Run 1, routed metal, one color a layer:
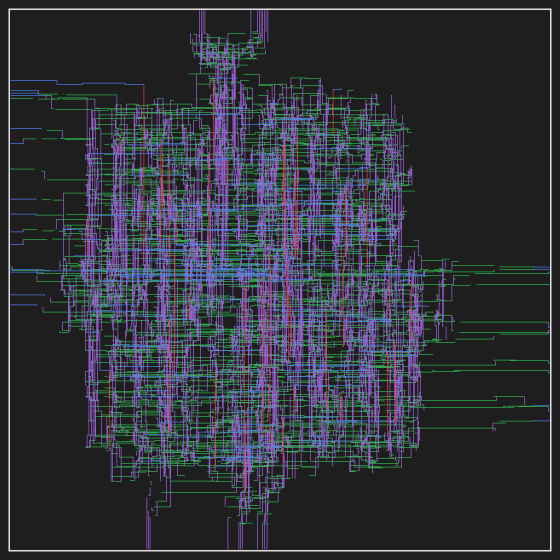
Run 1, placement by cell class:
Scale bar: 100 um. Fill, decap, tap and diode cells in gray.
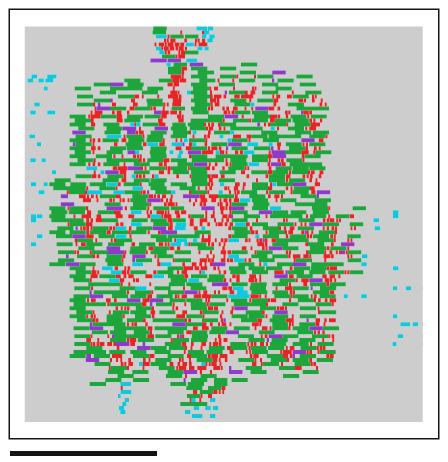
Run 1, signal metal coverage by tile:
The die is cut into 29 by 29 equal tiles; black is low, pale yellow is high, scaled to the fullest tile. Values are wire area over tile area, all layers added.
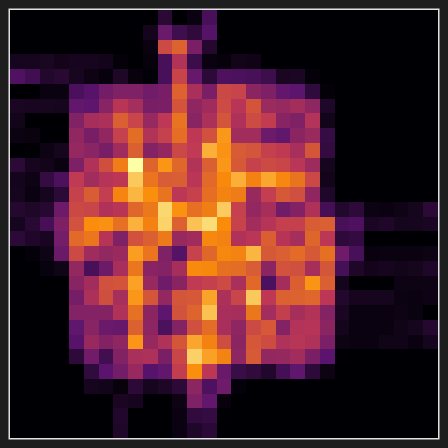
[src/rtl/bias_tensor_sink.sv]
// Parameter-stream sink: captures one bias tensor beat-by-beat, then holds it
// for random-access reads until the consumer releases it. The consumer-done
// input is named tensor_release because "release" is a reserved word.
module bias_tensor_sink #(
  parameter int BIAS_TENSOR_SIZE_DIM_0 = 32,
  parameter int BIAS_TENSOR_SIZE_DIM_1 = 1,
  parameter int BIAS_PRECISION_0       = 16,
  parameter int BIAS_PRECISION_1       = 3,
  parameter int BIAS_PARALLELISM_DIM_0 = 1,
  parameter int BIAS_PARALLELISM_DIM_1 = 1,
  parameter int IN_DEPTH   = (BIAS_TENSOR_SIZE_DIM_0 / BIAS_PARALLELISM_DIM_0) *
                             (BIAS_TENSOR_SIZE_DIM_1 / BIAS_PARALLELISM_DIM_1),
  parameter int ADDR_WIDTH = (IN_DEPTH <= 1) ? 1 : $clog2(IN_DEPTH),
  parameter int CNT_WIDTH  = $clog2(IN_DEPTH + 1)
) (
  input  logic                        clk,
  input  logic                        rst,
  input  logic [BIAS_PRECISION_0-1:0] data_in [BIAS_PARALLELISM_DIM_0*BIAS_PARALLELISM_DIM_1],
  input  logic                        data_in_valid,
  output logic                        data_in_ready,
  input  logic                        flush,
  input  logic                        tensor_release,
  output logic                        tensor_valid,
  output logic [CNT_WIDTH-1:0]        beat_count,
  input  logic                        rd_en,
  input  logic [ADDR_WIDTH-1:0]       rd_addr,
  output logic [BIAS_PRECISION_0-1:0] rd_data [BIAS_PARALLELISM_DIM_0*BIAS_PARALLELISM_DIM_1],
  output logic                        rd_data_valid
);

  localparam int LANES = BIAS_PARALLELISM_DIM_0 * BIAS_PARALLELISM_DIM_1;

  typedef enum logic {FILL, FULL} state_t;

  state_t                      state, state_d;
  logic [ADDR_WIDTH-1:0]       wr_ptr;
  logic [BIAS_PRECISION_0-1:0] mem [IN_DEPTH][LANES];
  logic                        accept;
  logic                        last_beat;

  assign data_in_ready = (state == FILL) && !flush && !rst;
  assign tensor_valid  = (state == FULL);
  assign accept        = data_in_valid && data_in_ready;
  assign last_beat     = (beat_count == CNT_WIDTH'(IN_DEPTH - 1));

  always_ff @(posedge clk or posedge rst) begin
    if (rst) state <= FILL;
    else     state <= state_d;
  end

  always_comb begin
    state_d = state;
    case (state)
      FILL:    if (accept && last_beat) state_d = FULL;
      FULL:    if (tensor_release) state_d = FILL;
      default: state_d = FILL;
    endcase
  end

  // Release is the only way out of FULL; flush only aborts a partial fill.
  always_ff @(posedge clk or posedge rst) begin
    if (rst) begin
      wr_ptr     <= '0;
      beat_count <= '0;
    end else if (state == FULL) begin
      if (tensor_release) begin
        wr_ptr     <= '0;
        beat_count <= '0;
      end
    end else if (flush) begin
      wr_ptr     <= '0;
      beat_count <= '0;
    end else if (accept) begin
      wr_ptr     <= last_beat ? '0 : wr_ptr + ADDR_WIDTH'(1);
      beat_count <= beat_count + CNT_WIDTH'(1);
    end
  end

  always_ff @(posedge clk) begin
    if (accept) begin
      for (int j = 0; j < LANES; j++) mem[wr_ptr][j] <= data_in[j];
    end
  end

  // Non-blocking update gives read-before-write on a same-address collision.
  always_ff @(posedge clk or posedge rst) begin
    if (rst) begin
      rd_data_valid <= 1'b0;
      for (int j = 0; j < LANES; j++) rd_data[j] <= '0;
    end else begin
      rd_data_valid <= rd_en;
      if (rd_en) begin
        for (int j = 0; j < LANES; j++) begin
          if (32'(rd_addr) < IN_DEPTH) rd_data[j] <= mem[rd_addr][j];
          else                         rd_data[j] <= '0;
        end
      end
    end
  end

endmodule
[config.mk]
export PLATFORM = sky130hd
export DESIGN_NAME = bias_tensor_sink
export DESIGN_NICKNAME = d
export VERILOG_FILES = /design/src/rtl/bias_tensor_sink.sv
export SDC_FILE = /design/constraint.sdc
export NUM_CORES = 1
export LEC_CHECK = 0
export ABC_AREA = 1
export CAP_MARGIN = 20
export CORE_MARGIN = 10
export CORE_UTILIZATION = 30
export DETAILED_ROUTE_END_ITERATION = 8
export HOLD_SLACK_MARGIN = 0.06
export SYNTH_ARGS = -nofsm -noshare
export SYNTH_HDL_FRONTEND = slang
export SYNTH_SLANG_ARGS = --single-unit
[constraint.sdc]
create_clock -name clk -period 2.6 [get_ports clk]
set_clock_uncertainty 0.15 [all_clocks]
set_input_delay 0.52 -clock clk [delete_from_list [all_inputs] [get_ports clk]]
set_output_delay 0.52 -clock clk [all_outputs]
set_load 0.02 [all_outputs]
==> flow_summary.yaml, run 1 <==
# implementation run metrics
pwr:
  p_clk_frac: 0.414
  ir_drop_v: 0.000592
  top_power_group: "registers"
  powerDensity_nw_per_um2: 717
  power_frac_comb: 0.072
  p_sw_frac: 0.227
  leakage_nw: 9.43
  p_comb_mw: 1.35
  intPower_mw: 14.5
  totalPowerFinal_mw: 18.8
  p_clk_mw: 7.75
  pg_seq_mw: 9.65
  pwr-share-seq: 0.515
run:
  cap_violations: 0
worst_setup_path:
  cp-endpoint: "rd_data[0]"
  r2r_end: "mem[19][2]"
  cp.arrival_ns: 1.74
  slowest_stage: "clkdlybuf4s50_1"
  crit_family: "buffers and inverters"
  crit_fanout: 2
  cp_slowest_stage_delay_ns: 0.66
  reg2reg_depth: 4
  end_kind: "output port"
  crit_type: "reg -> out"
  path_cells: "clkdlybuf4s50_1"
  r2r_setup_slack_ns: 0.54
  setup.worst_path.start_class: "flip-flop"
  path_depth: 1
  crit_buf_inv: 1
  cp-startpoint: "rd_data[0]"
  cp.required_ns: 1.93
routing:
  first_pass_iters: 5
  final_antenna_net_count: 0
  met1_length_mm: 25.2
  highest_layer: "met4"
  wl_met2_mm: 27.8
  drc: 0
  dr_wl_met3_mm: 3.72
layout:
  final-clk-cell-share: 0.0673
  comb_area_frac: 0.200
  drive_gt1_frac: 0.107
  layout_top_cells: "691 x nand2_1, 512 x edfxtp_1, 445 x nand3_1, 56 x buf_4, 54 x clkbuf_16"
  comb_area_um2: 5230
  design.seq.count: 541
  diodes: 0
  n_all_buffers: 147
  nonClkBufAreaFrac: 0.0664
  instances_no_fill: 2974
  final_common_cell: "nand2_1"
  reg_top3: "mem: 512 flops, rd_data: 16 flops, beat_count: 6 flops"
  inv_count: 27
  design_area_um2: 26100
  num-nets-final: 2004
  largest_class: "sequential cells"
  flop_area_um2: 16100
  sh_seq_area: 0.616
  areaGrowthSynthToFinish_pct: 18.3
  clkbuf_count: 67
clocking:
  post_cts_buffers: 0
  cts.repair.resized: 1
  clk_latency_ns: 0.61
  clk_pin_slew_worst_paths_ns: 0.06
  cts_made_buffers: 53
  cts_tree: "yes"
  cts_max_path_buffers: 3
synth:
  syn-cell-area_um2: 22100
  simple_gate_area_frac: 0.225
  xor_area_frac: 0
  ys_cells: 1882
  synth_seq_share: 0.729
  synth_adder_area_share: 0.00340
  ff_type: "edfxtp_1"
  top_cell_area_share: 0.696
  ys_sh_mux: 0
  edf_count: 512
  synth_area_per_cell_um2: 11.7
  synthDistinctLibCells: 22
  syn_nets: 1915
  top_logic_kind: "simple AND/OR/NAND/NOR gates"
  top_cells_by_count: "691 x nand2_1, 512 x edfxtp_1, 445 x nand3_1, 56 x buf_2, 38 x nor2_1"
final_timing:
  period_used_share: 0.926
  hold-worst-slack_ns: 0.294
  fmax_mhz: 415
  hold_viol: 0
  fin_setup_tns_ns: 0
  slew_violations: 0
  slew_headroom: 0.500
  layout_min_cycle_time_ns: 2.41
  rsz0062_at_grt: "no"
  tightest_slew_ns: 0.750
  setup_ws_ns: 0.192
die:
  initCoreUtil: 0.303
  core_area_um2: 73000
  dieArea_um2: 84900
  io_pins: 52
  taps: 959
  die_x_um: 291
  fp.dieH_um: 291
place:
  dp_hpwl_mm: 36.0
  post-place-ws_ns: 0.0747
  port_buffers: 51
  dp_cells: 2875
  place_area_um2: 24400
  gp_congestion: 0.861
global_route:
  grt_first_pass_wirelength_mm: 88.1
  antenna_found_initial: 0
  grtUsageMet1: 0.177
  busiest_layer: "met2"
  grt_pass1_vias: 14200
  overflow: 0
  grt_use_met2: 0.221
status:
  status: "finished, final reports clean"
hold_path:
  worstHoldPathType: "in -> async"
About 'routed metal, one color a layer':
Key: M3 = blue [wire length 3,720 um]; M2 = purple [wire length 27.8 mm]; M4 = red [wire length 1,640 um]; M1 = green [wire length 25.2 mm]
Total Wirelength: 58.4 mm
GRT Overall Usage: 0.134
DR WL/cell: 19.6 um
Via Count: 14,300

About 'placement by cell class':
Key: clock drivers and dummy loads = purple [cells 99, share of their area 7.1%]; remaining buffers and delay cells = cyan [cells 147, share of their area 7.0%]; sequential cells = green [cells 541, share of their area 65%]; remaining logic cells = red [cells 1,228, share of their area 21%]
Row Count: 99
final core utilization: 0.358

About 'signal metal coverage by tile':
38% of the tiles are nearly empty. The densest ninth of the die: center. The fullest tile reaches 0.47. The mean over all tiles is 0.11.

==> inputs of run 2 (changes only) <==
- clock period: 2.6 -> 2.48 ns (I/O delays scaled with it)
Run 2, signal wires on met1:
Supply wires on this layer in gray.
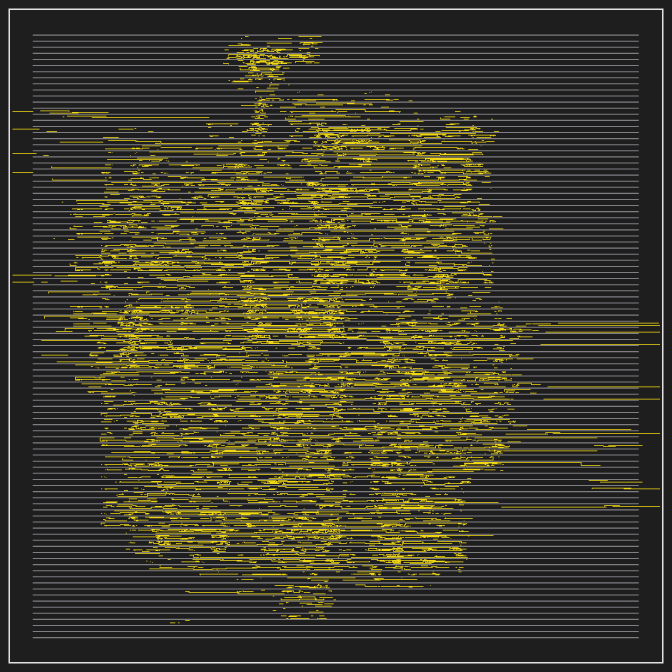
The longest straight run is 77.3 um. The layer carries 24.8 mm of wire. The layer holds 43% of the routed length. The wires run mostly horizontal. 1,828 nets have wire on it.
Total Wirelength: 57.4 mm
met1 Usage GRT: 0.173
Via Count: 14,300

Run 2, signal metal coverage by tile:
The die is cut into 29 by 29 equal tiles; black is low, pale yellow is high, scaled to the fullest tile. Values are wire area over tile area, all layers added.
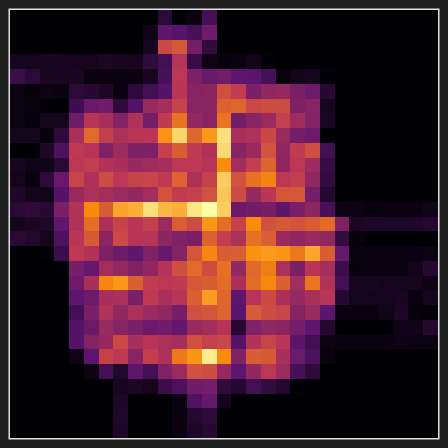
The emptiest ninth of the die: upper right. 37% of the tiles are nearly empty. The mean over all tiles is 0.11.

==> flow_summary.yaml, run 2 <==
# implementation run metrics
status:
  status: "finished, final reports clean"
place:
  port_buffers: 51
  post-place-ws_ns: 0.0132
  place_area_um2: 24500
  gp_congestion: 0.890
  dp_cells: 2871
die:
  num_rows: 99
  dieArea_um2: 84900
  initCoreUtil: 0.303
  die_x_um: 291
  core_area_um2: 73000
  io_pins: 52
worst_setup_path:
  setup.worst_path.start_class: "flip-flop"
  r2r_end: "mem[18][11]"
  end_kind: "output port"
  cp-startpoint: "rd_data[15]"
  slowest_stage: "clkdlybuf4s50_1"
  cp_slowest_stage_delay_ns: 0.67
  r2r_setup_slack_ns: 0.51
  cp.arrival_ns: 1.76
  path_cells: "clkdlybuf4s50_1"
  crit_fanout: 2
  crit_family: "buffers and inverters"
  path_depth: 1
  reg2reg_depth: 7
global_route:
  grt_use_met2: 0.216
  busiest_layer: "met2"
  antenna_found_initial: 0
  grt_first_pass_wirelength_mm: 85.9
  overflow: 0
  gr-usage-all-layers: 0.131
final_timing:
  layout_min_cycle_time_ns: 2.41
  setup_ws_ns: 0.0713
  hold-worst-slack_ns: 0.276
  rsz0062_at_grt: "no"
  fin_setup_tns_ns: 0
  period_used_share: 0.971
  hold_viol: 0
  fmax_mhz: 415
  tightest_slew_ns: 0.694
  slew_violations: 0
layout:
  reg_top3: "mem: 512 flops, rd_data: 16 flops, beat_count: 6 flops"
  design_area_um2: 26200
  sh_seq_area: 0.615
  clkbuf_count: 57
  largest_class: "sequential cells"
  utilization: 0.359
  layout_top_cells: "691 x nand2_1, 512 x edfxtp_1, 445 x nand3_1, 55 x buf_12, 53 x clkbuf_16"
  instances_no_fill: 2964
  num-nets-final: 1998
  areaGrowthSynthToFinish_pct: 18.5
  design.seq.count: 541
  drive_gt1_frac: 0.103
  inv_count: 27
  flop_area_um2: 16100
  comb_area_frac: 0.200
  final_common_cell: "nand2_1"
  final-clk-cell-share: 0.0637
hold_path:
  worstHoldPathType: "in -> async"
synth:
  synth_seq_share: 0.729
  syn-cell-area_um2: 22100
  top_logic_kind: "simple AND/OR/NAND/NOR gates"
  top_cells_by_count: "691 x nand2_1, 512 x edfxtp_1, 445 x nand3_1, 56 x buf_2, 38 x nor2_1"
  synth_area_per_cell_um2: 11.7
  xor_area_frac: 0
  ys_cells: 1882
  edf_count: 512
  ys_sh_mux: 0
  syn_nets: 1915
pwr:
  intPower_mw: 15.0
  pg_seq_mw: 10.1
  leakage_nw: 9.43
  totalPowerFinal_mw: 19.3
  pwr-share-seq: 0.523
  powerDensity_nw_per_um2: 738
  p_sw_frac: 0.224
  p_clk_frac: 0.402
  p_clk_mw: 7.77
  top_power_group: "registers"
  ir_drop_v: 0.000462
routing:
  wl_per_cell_um: 19.4
  highest_layer: "met4"
  dr_wl_met3_mm: 4.00
clocking:
  cts_tree: "yes"
  clk_latency_ns: 0.59
  cts.repair.resized: 1
  cts_made_buffers: 51
  post_cts_buffers: 0
  clk_pin_slew_worst_paths_ns: 0.06
==> inputs of run 3 (changes only) <==
- CELL_PAD_IN_SITES_DETAIL_PLACEMENT: not set -> 1
- CELL_PAD_IN_SITES_GLOBAL_PLACEMENT: not set -> 1
- PLACE_DENSITY_LB_ADDON: not set -> 0.1
Run 3, signal metal coverage by tile:
The die is cut into 29 by 29 equal tiles; black is low, pale yellow is high, scaled to the fullest tile. Values are wire area over tile area, all layers added.
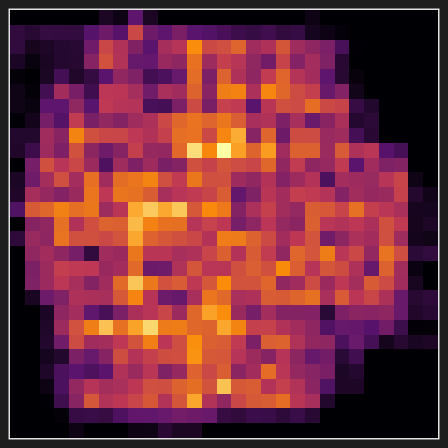
The mean over all tiles is 0.13. 30% of the tiles are over half the peak. The densest ninth of the die: center. 19% of the tiles are nearly empty.
Total Wirelength: 70.7 mm
GRT Overall Usage: 0.163
Via Count: 14,500
DR WL/cell: 23.3 um

Run 3, routed metal, one color a layer:
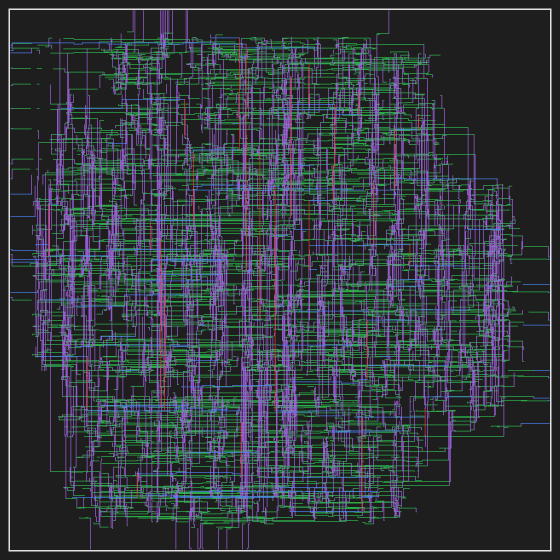
Key: M4 = red [wire length 1,110 um]; M1 = green [wire length 34.0 mm]; M2 = purple [wire length 33.0 mm]; M3 = blue [wire length 2,560 um]

==> flow_summary.yaml, run 3 <==
# implementation run metrics
clocking:
  cts_root_buffer: "clkbuf_16"
  post_cts_buffers: 0
  cts_tree: "yes"
  clk_latency_ns: 0.63
  clk_pin_slew_worst_paths_ns: 0.06
  cts.repair.resized: 1
  htree_levels: 2
  clkSinkCount: 541
  cts_max_path_buffers: 3
  cts_made_buffers: 61
synth:
  top_cells_by_count: "691 x nand2_1, 512 x edfxtp_1, 445 x nand3_1, 56 x buf_2, 38 x nor2_1"
  edf_count: 512
  ys_cells: 1882
  ys_area_um2: 22100
  top_logic_kind: "simple AND/OR/NAND/NOR gates"
  top_cell_area_share: 0.696
  xor_area_frac: 0
  synth_area_per_cell_um2: 11.7
  compound_area_frac: 0.00419
  syn-cell-area_um2: 22100
  synth_seq_share: 0.729
  synthDistinctLibCells: 22
  yosysMostFrequentCell: "nand2_1"
  synth_adder_area_share: 0.00340
  syn_nets: 1915
  ys_sh_mux: 0
  synthArstFlopShare: 0.0536
  simple_gate_area_frac: 0.225
  yosysWarnings: 0
  ff_type: "edfxtp_1"
routing:
  viasPerCell: 4.77
  initialDrtViolationCount: 1047
  wl_met2_mm: 33.0
  met1_length_mm: 34.0
  dr_wl_met3_mm: 2.56
  highest_layer: "met4"
  final_antenna_net_count: 0
  drc: 0
  first_pass_iters: 5
pwr:
  intPower_mw: 15.5
  power.switching_mw: 4.84
  power_frac_comb: 0.079
  pwr-share-seq: 0.499
  totalPowerFinal_mw: 20.3
  ir_drop_v: 0.000510
  p_comb_mw: 1.61
  p_sw_frac: 0.238
  p_clk_mw: 8.58
  top_power_group: "registers"
  leakage_nw: 9.84
  pg_seq_mw: 10.1
  p_clk_frac: 0.422
  powerDensity_nw_per_um2: 755
final_timing:
  setup_ws_ns: 0.0321
  tightest_slew_ns: 0.691
  hold_viol: 0
  period_used_share: 0.987
  fin_setup_tns_ns: 0
  slew_headroom: 0.539
  hold-worst-slack_ns: 0.257
  fmax_mhz: 409
  slew_violations: 0
  rsz0062_at_grt: "no"
  setup_viol_count_final: 0
  layout_min_cycle_time_ns: 2.45
layout:
  layout_top_cells: "691 x nand2_1, 512 x edfxtp_1, 445 x nand3_1, 73 x buf_4, 68 x buf_12"
  design_area_um2: 26900
  instances_no_fill: 3036
  flop_area_um2: 16100
  utilization: 0.369
  design.seq.count: 541
  largest-register: "mem"
  sh_seq_area: 0.598
  areaGrowthSynthToFinish_pct: 21.9
  drive_gt1_frac: 0.130
  logic_gates: 1201
  comb_area_frac: 0.194
  reg_top3: "mem: 512 flops, rd_data: 16 flops, beat_count: 6 flops"
  final.fill_count: 7722
  num-nets-final: 2055
  nonClkBufAreaFrac: 0.0888
  diodes: 3
  final_common_cell: "nand2_1"
  n_all_buffers: 190
  largest_class: "sequential cells"
  largest_reg_flops: 512
  final-clk-cell-share: 0.0702
  clkbuf_count: 80
  comb_area_um2: 5230
  inv_count: 27
die:
  dieArea_um2: 84900
  num_rows: 99
  taps: 959
  fp.dieH_um: 291
  io_pins: 52
  die_x_um: 291
  core_area_um2: 73000
  initCoreUtil: 0.303
worst_setup_path:
  crit_fanout: 2
  r2r_end: "mem[7][1]"
  cp_slowest_stage_delay_ns: 0.67
  r2r_setup_slack_ns: 0.43
  cp.arrival_ns: 1.80
  crit_type: "reg -> out"
  end_kind: "output port"
  slowest_stage: "clkdlybuf4s50_1"
  crit_buf_inv: 1
  setup.worst_path.start_class: "flip-flop"
  path_depth: 1
  path_cells: "clkdlybuf4s50_1"
  crit_family: "buffers and inverters"
  cp-endpoint: "rd_data[11]"
  reg2reg_depth: 7
  cp.required_ns: 1.83
  r2r_start: "tensor_valid"
  cp-startpoint: "rd_data[11]"
place:
  post-place-ws_ns: -0.0446
  place_area_um2: 25000
  gp_congestion: 0.768
  port_buffers: 51
  dp_cells: 2918
  dp_hpwl_mm: 45.1
global_route:
  antenna_found_initial: 1
  busiest_layer: "met2"
  grt_use_met2: 0.267
  grt_first_pass_wirelength_mm: 104
  overflow: 0
  grtUsageMet1: 0.228
  grt_max_degree: 68
  grt_pass1_vias: 15200
  use_met3: 0.0234
run:
  cap_violations: 0
  warnings: 31
hold_path:
  worstHoldPathType: "in -> async"
status:
  status: "finished, final reports clean"
Power and IR drop assume default switching activity.
